### src/rtl/bit_deserializer_if.sv
// Stream and word-output port bundle for bit_deserializer.
// The slave modport is the deserializer; the master modport is the bit source and word consumer.
interface bit_deserializer_if #(
    parameter int WIDTH = 8
);
    logic             en;
    logic             d;
    logic             dout_ready;
    logic [WIDTH-1:0] dout;
    logic             dout_valid;
    logic             busy;
    logic             overrun;
    logic             parity_err;

    modport master (
        output en, d, dout_ready,
        input  dout, dout_valid, busy, overrun, parity_err
    );

    modport slave (
        input  en, d, dout_ready,
        output dout, dout_valid, busy, overrun, parity_err
    );
endinterface

### src/rtl/bit_deserializer.sv
// Collects strobed serial bits into WIDTH-bit words and offers them on a valid/ready port.
// Optional feature macro: PARITY_CHECK_EN (one trailing even-parity bit per word).
module bit_deserializer #(
    parameter int WIDTH     = 8,
    parameter bit MSB_FIRST = 1'b1
) (
    input  logic               clk,
    input  logic               reset,
    bit_deserializer_if.slave  bus
);

`ifdef PARITY_CHECK_EN
    localparam int NBITS = WIDTH + 1;
`else
    localparam int NBITS = WIDTH;
`endif
    localparam int             CW   = $clog2(NBITS + 1);
    localparam logic [CW-1:0]  LAST = CW'(NBITS - 1);

    localparam logic [0:0] ST_IDLE  = 1'b0;
    localparam logic [0:0] ST_SHIFT = 1'b1;

    logic [0:0]       r_state;
    logic [0:0]       w_state_next;
    logic [CW-1:0]    r_count;
    logic [CW-1:0]    w_count_next;
    logic [WIDTH-1:0] r_shift;
    logic [WIDTH-1:0] w_shift_next;
    logic [WIDTH-1:0] w_word;
    logic [WIDTH-1:0] r_dout;
    logic             r_valid;
    logic             r_busy;
    logic             r_overrun;
    logic             r_parity_err;
    logic             w_parity;
    logic             w_complete;
    logic             w_load;
    logic             w_accept;

    // NOTE: every output of this block is given a default first, so no path leaves a latch.
    always_comb begin
        w_state_next = r_state;
        w_count_next = r_count;
        w_complete   = 1'b0;
        case (r_state)
            ST_IDLE: begin
                if (bus.en) begin
                    w_state_next = ST_SHIFT;
                    w_count_next = CW'(1);
                end
            end
            ST_SHIFT: begin
                if (bus.en) begin
                    if (r_count == LAST) begin
                        w_complete   = 1'b1;
                        w_state_next = ST_IDLE;
                        w_count_next = '0;
                    end else begin
                        w_count_next = r_count + CW'(1);
                    end
                end
            end
            default: begin
                w_state_next = ST_IDLE;
                w_count_next = '0;
            end
        endcase
    end

    assign w_shift_next = MSB_FIRST ? {r_shift[WIDTH-2:0], bus.d}
                                    : {bus.d, r_shift[WIDTH-1:1]};

`ifdef PARITY_CHECK_EN
    // The completing strobe carries the parity bit; the data bits are already in r_shift.
    assign w_word   = r_shift;
    assign w_parity = (^r_shift) ^ bus.d;
`else
    // The completing strobe carries the last data bit, so the word includes it directly.
    assign w_word   = w_shift_next;
    assign w_parity = 1'b0;
`endif

    assign w_accept = r_valid & bus.dout_ready;
    assign w_load   = w_complete & (~r_valid | bus.dout_ready);

    // NOTE: state is updated with non-blocking assignments so every register samples pre-edge values.
    always_ff @(posedge clk) begin
        if (reset) begin
            r_state      <= ST_IDLE;
            r_count      <= '0;
            r_shift      <= '0;
            r_dout       <= '0;
            r_valid      <= 1'b0;
            r_busy       <= 1'b0;
            r_overrun    <= 1'b0;
            r_parity_err <= 1'b0;
        end else begin
            r_state <= w_state_next;
            r_count <= w_count_next;
            r_busy  <= (w_count_next != '0);
            if (bus.en) begin
                r_shift <= w_shift_next;
            end
            // A completion with the held word not taken drops the new word.
            if (w_load) begin
                r_dout       <= w_word;
                r_valid      <= 1'b1;
                r_parity_err <= w_parity;
            end else if (w_complete) begin
                r_overrun    <= 1'b1;
            end else if (w_accept) begin
                r_valid      <= 1'b0;
            end
        end
    end

    assign bus.dout       = r_dout;
    assign bus.dout_valid = r_valid;
    assign bus.busy       = r_busy;
    assign bus.overrun    = r_overrun;
    assign bus.parity_err = r_parity_err;

endmodule

### src/flat_wrapper.sv
// flat-port wrapper written by rule: the top's interface ports become plain ports
module bit_deserializer_flat 
#(
    parameter int WIDTH     = 8,
    parameter bit MSB_FIRST = 1'b1
)
  (clk, reset, bus_en, bus_d, bus_dout_ready, bus_dout, bus_dout_valid, bus_busy, bus_overrun, bus_parity_err);
  bit_deserializer_if #(.WIDTH(WIDTH)) bus_i ();
  input  logic clk;
  input  logic reset;
  input wire logic [$bits(bus_i.en)-1:0] bus_en;
  input wire logic [$bits(bus_i.d)-1:0] bus_d;
  input wire logic [$bits(bus_i.dout_ready)-1:0] bus_dout_ready;
  output wire logic [$bits(bus_i.dout)-1:0] bus_dout;
  output wire logic [$bits(bus_i.dout_valid)-1:0] bus_dout_valid;
  output wire logic [$bits(bus_i.busy)-1:0] bus_busy;
  output wire logic [$bits(bus_i.overrun)-1:0] bus_overrun;
  output wire logic [$bits(bus_i.parity_err)-1:0] bus_parity_err;
  assign bus_i.en = bus_en;
  assign bus_i.d = bus_d;
  assign bus_i.dout_ready = bus_dout_ready;
  assign bus_dout = bus_i.dout;
  assign bus_dout_valid = bus_i.dout_valid;
  assign bus_busy = bus_i.busy;
  assign bus_overrun = bus_i.overrun;
  assign bus_parity_err = bus_i.parity_err;
  bit_deserializer #(.WIDTH(WIDTH), .MSB_FIRST(MSB_FIRST)) u_core (.clk(clk), .reset(reset), .bus(bus_i));
endmodule
### config.mk
export PLATFORM = sky130hd
export DESIGN_NAME = bit_deserializer_flat
export DESIGN_NICKNAME = d
export VERILOG_FILES = /design/src/rtl/bit_deserializer_if.sv /design/src/rtl/bit_deserializer.sv /design/src/flat_wrapper.sv
export SDC_FILE = /design/constraint.sdc
export NUM_CORES = 1
export LEC_CHECK = 0
export CAP_MARGIN = 20
export CORE_ASPECT_RATIO = 1.5
export CORE_MARGIN = 1.5
export CORE_UTILIZATION = 40
export CTS_CLUSTER_DIAMETER = 80
export DETAILED_ROUTE_END_ITERATION = 8
export PLACE_DENSITY = 0.71
export SLEW_MARGIN = 20
export SYNTH_ARGS = -nofsm -noshare
export SYNTH_HDL_FRONTEND = slang
export SYNTH_SLANG_ARGS = --single-unit
### constraint.sdc
create_clock -name clk -period 1.6 [get_ports clk]
set_clock_uncertainty 0.05 [all_clocks]
set_input_delay 0.16 -clock clk [delete_from_list [all_inputs] [get_ports clk]]
set_output_delay 0.16 -clock clk [all_outputs]
set_load 0.02 [all_outputs]
==> results.py <==
# Generated from Yosys and OpenROAD reports
metrics = {
    "outcome": {
        "status": "completed",
    },
    "finish": {
        "mostFrequentLayoutCell": "nor2_1",
        "antennaDiodeCount": 0,
    },
    "job": {
        "cap_viol_max_count": 0,
        "warning_count": 26,
    },
    "clock_tree": {
        "cts-root-buf": "clkbuf_4",
        "clk_pin_slew_ps": 130,
        "postCtsHoldBufs": 0,
    },
    "worst_setup_path": {
        "path_cells": "clkdlybuf4s50_1",
        "r2r_slack_ps": 110,
        "crit_start": "u_core.bus.dout[0]",
        "crit_family": "buffers and inverters",
        "path_buffers": 1,
        "r2r_start": "u_core.r_count[0]",
    },
    "synthesis": {
        "post_synth_ao_oa_area_fraction_pct": 5.05,
        "ys_cells": 92,
        "mux_area_share_pct": 16.8,
        "ys_sh_xor_pct": 0,
        "edf_count": 0,
        "async_reset_ff_share_pct": 0,
        "syn_inst": 92,
    },
    "timing": {
        "setup_tns_ps": 0,
        "hold_viol": 0,
        "rsz0062_at_grt": "no",
        "max_freq_ghz": 0.666,
    },
    "route": {
        "drc": 0,
        "wire_per_inst_um": 12.0,
    },
    "die": {
        "dieArea_mm2": 0.00253,
        "floorplanUtilization_pct": 43.0,
    },
    "power": {
        "power_density_mw_per_mm2": 794,
        "p_comb_share_pct": 7.5,
        "leakage_nw": 0.440,
    },
    "place": {
        "place_ws_ps": -40.2,
        "dp.cells": 131,
    },
}
kinds of logic after synthesis:
family	after synthesis
AOI/OAI and AO/OA	7
adders and majority gates	1
buffers and inverters	8
DFF	23
muxes	15
other	1
and+or+nand+nor	37
cells in the mapped netlist (2+ instances only):
cell type | n | share of area, %
a21oi_1 | 3 | 1.7
a311oi_1 | 2 | 2.0
clkbuf_1 | 3 | 1.3
dfxtp_1 | 23 | 52
inv_1 | 3 | 1.3
mux2i_1 | 15 | 17
nand2_1 | 2 | 0.84
nand3_1 | 2 | 1.1
nor2_1 | 22 | 9.3
nor2b_1 | 2 | 1.4
nor3_1 | 2 | 1.1
layer usage:
layer / vias to the layer above / wire (um) / GRT usage [%]
met5: - / 0 / 0
met4: 0 / 0 / 10.1
met3: 0 / 54 / 2.08
met2: 13 / 818 / 23.2
met1: 319 / 742 / 15.2
li1: 356 / - / -
cell type report:
type / count / share of cell area (%)
clock buffers: 3 / 1.95
flip-flops and latches: 23 / 40.0
repair buffers: 22 / 18.6
multi-input cells: 61 / 35.6
inverters: 3 / 0.974
clock inverters: 1 / 0.433
well taps: 22 / 2.38
worst reg2reg max path, cell delays in order (launching register included):
cell	delay [ps]
dfxtp_2	380
ha_4	160
nand2_2	80
nor4_4	300
buf_12	170
mux2i_1	210
nor2_1	60
power groups by stage:
stage                     Combinational (W)  Sequential [W]  Clock [W]
after CTS                         0.0000696        0.000593   0.000269
after global placement            0.0000676        0.000606          0
final                             0.0000686        0.000593   0.000257
after floorplan                   0.0000380        0.000607          0
after detailed placement          0.0000693        0.000606          0
after global routing              0.0000755        0.000595   0.000295
stage by stage:
step	util (%)	hold slack, ps
2_1_floorplan	-	257
3_3_place_gp	54.3	407
3_5_place_dp	54.3	410
4_1_cts	55.7	433
5_1_grt	55.7	452
6_report	55.7	437
**Nets reached from selected ports**

Bar = 10 um.
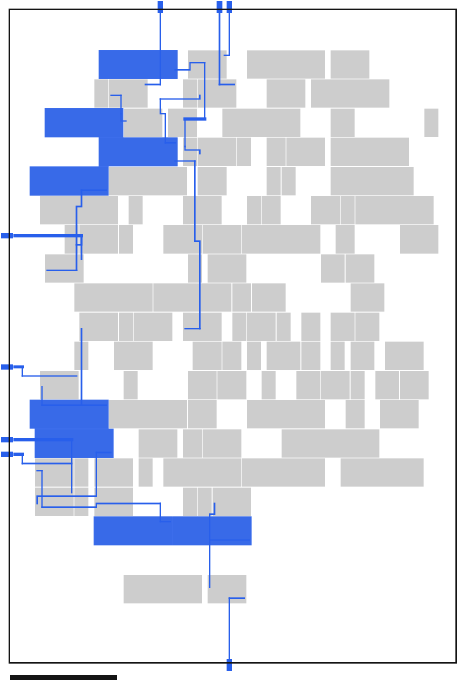
Key: blue = `bus_dout` [bits 8, direction output, edge 4 west, 3 north, 1 south, end cells 8, buffers 8, wire 177 um]
Top Ports: 17
Port Buffer Count: 15

**Placement by cell class**

Fill, decap, tap and diode cells in gray.
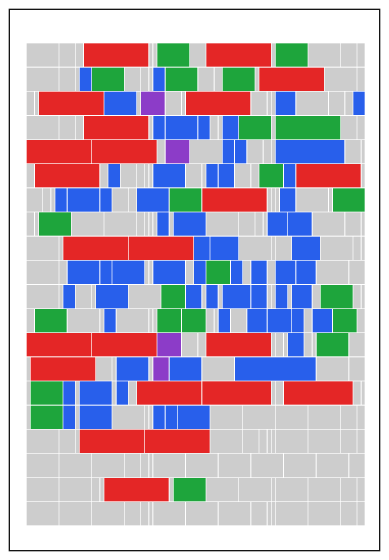
Key: purple = clock drivers and dummy loads [cells 4, share of their area 2.4%]; red = registers [cells 23, share of their area 41%]; green = remaining buffers and delay cells [cells 22, share of their area 19%]; blue = remaining logic cells [cells 64, share of their area 37%]

**Wiring heat map**

8 x 12 tiles, from dark blue (low) to red (high), scaled to the fullest tile. Values are wire area over tile area, all layers added.
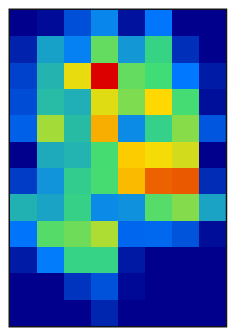
23% of the tiles are nearly empty. The emptiest ninth of the die: south-east. The densest ninth of the die: center.

**Placement view**

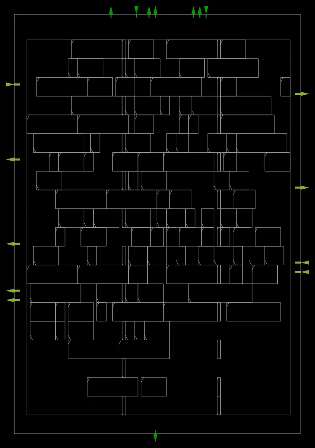
final non-filler cell total: 135
fillers: 191

**Supply network**

Bar = 10 um. Pins as bars on the die edge. Tap cells in gray.
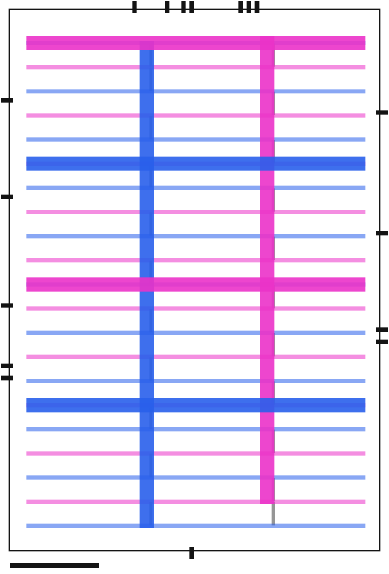
Key: blue = VSS; magenta = VDD
The core has 20 rows. 17 signal pins sit on the boundary. 4 straps on met5. 21 met1 rails follow the rows. 2 straps on met4.

Power is estimated from default activity; no workload was simulated.
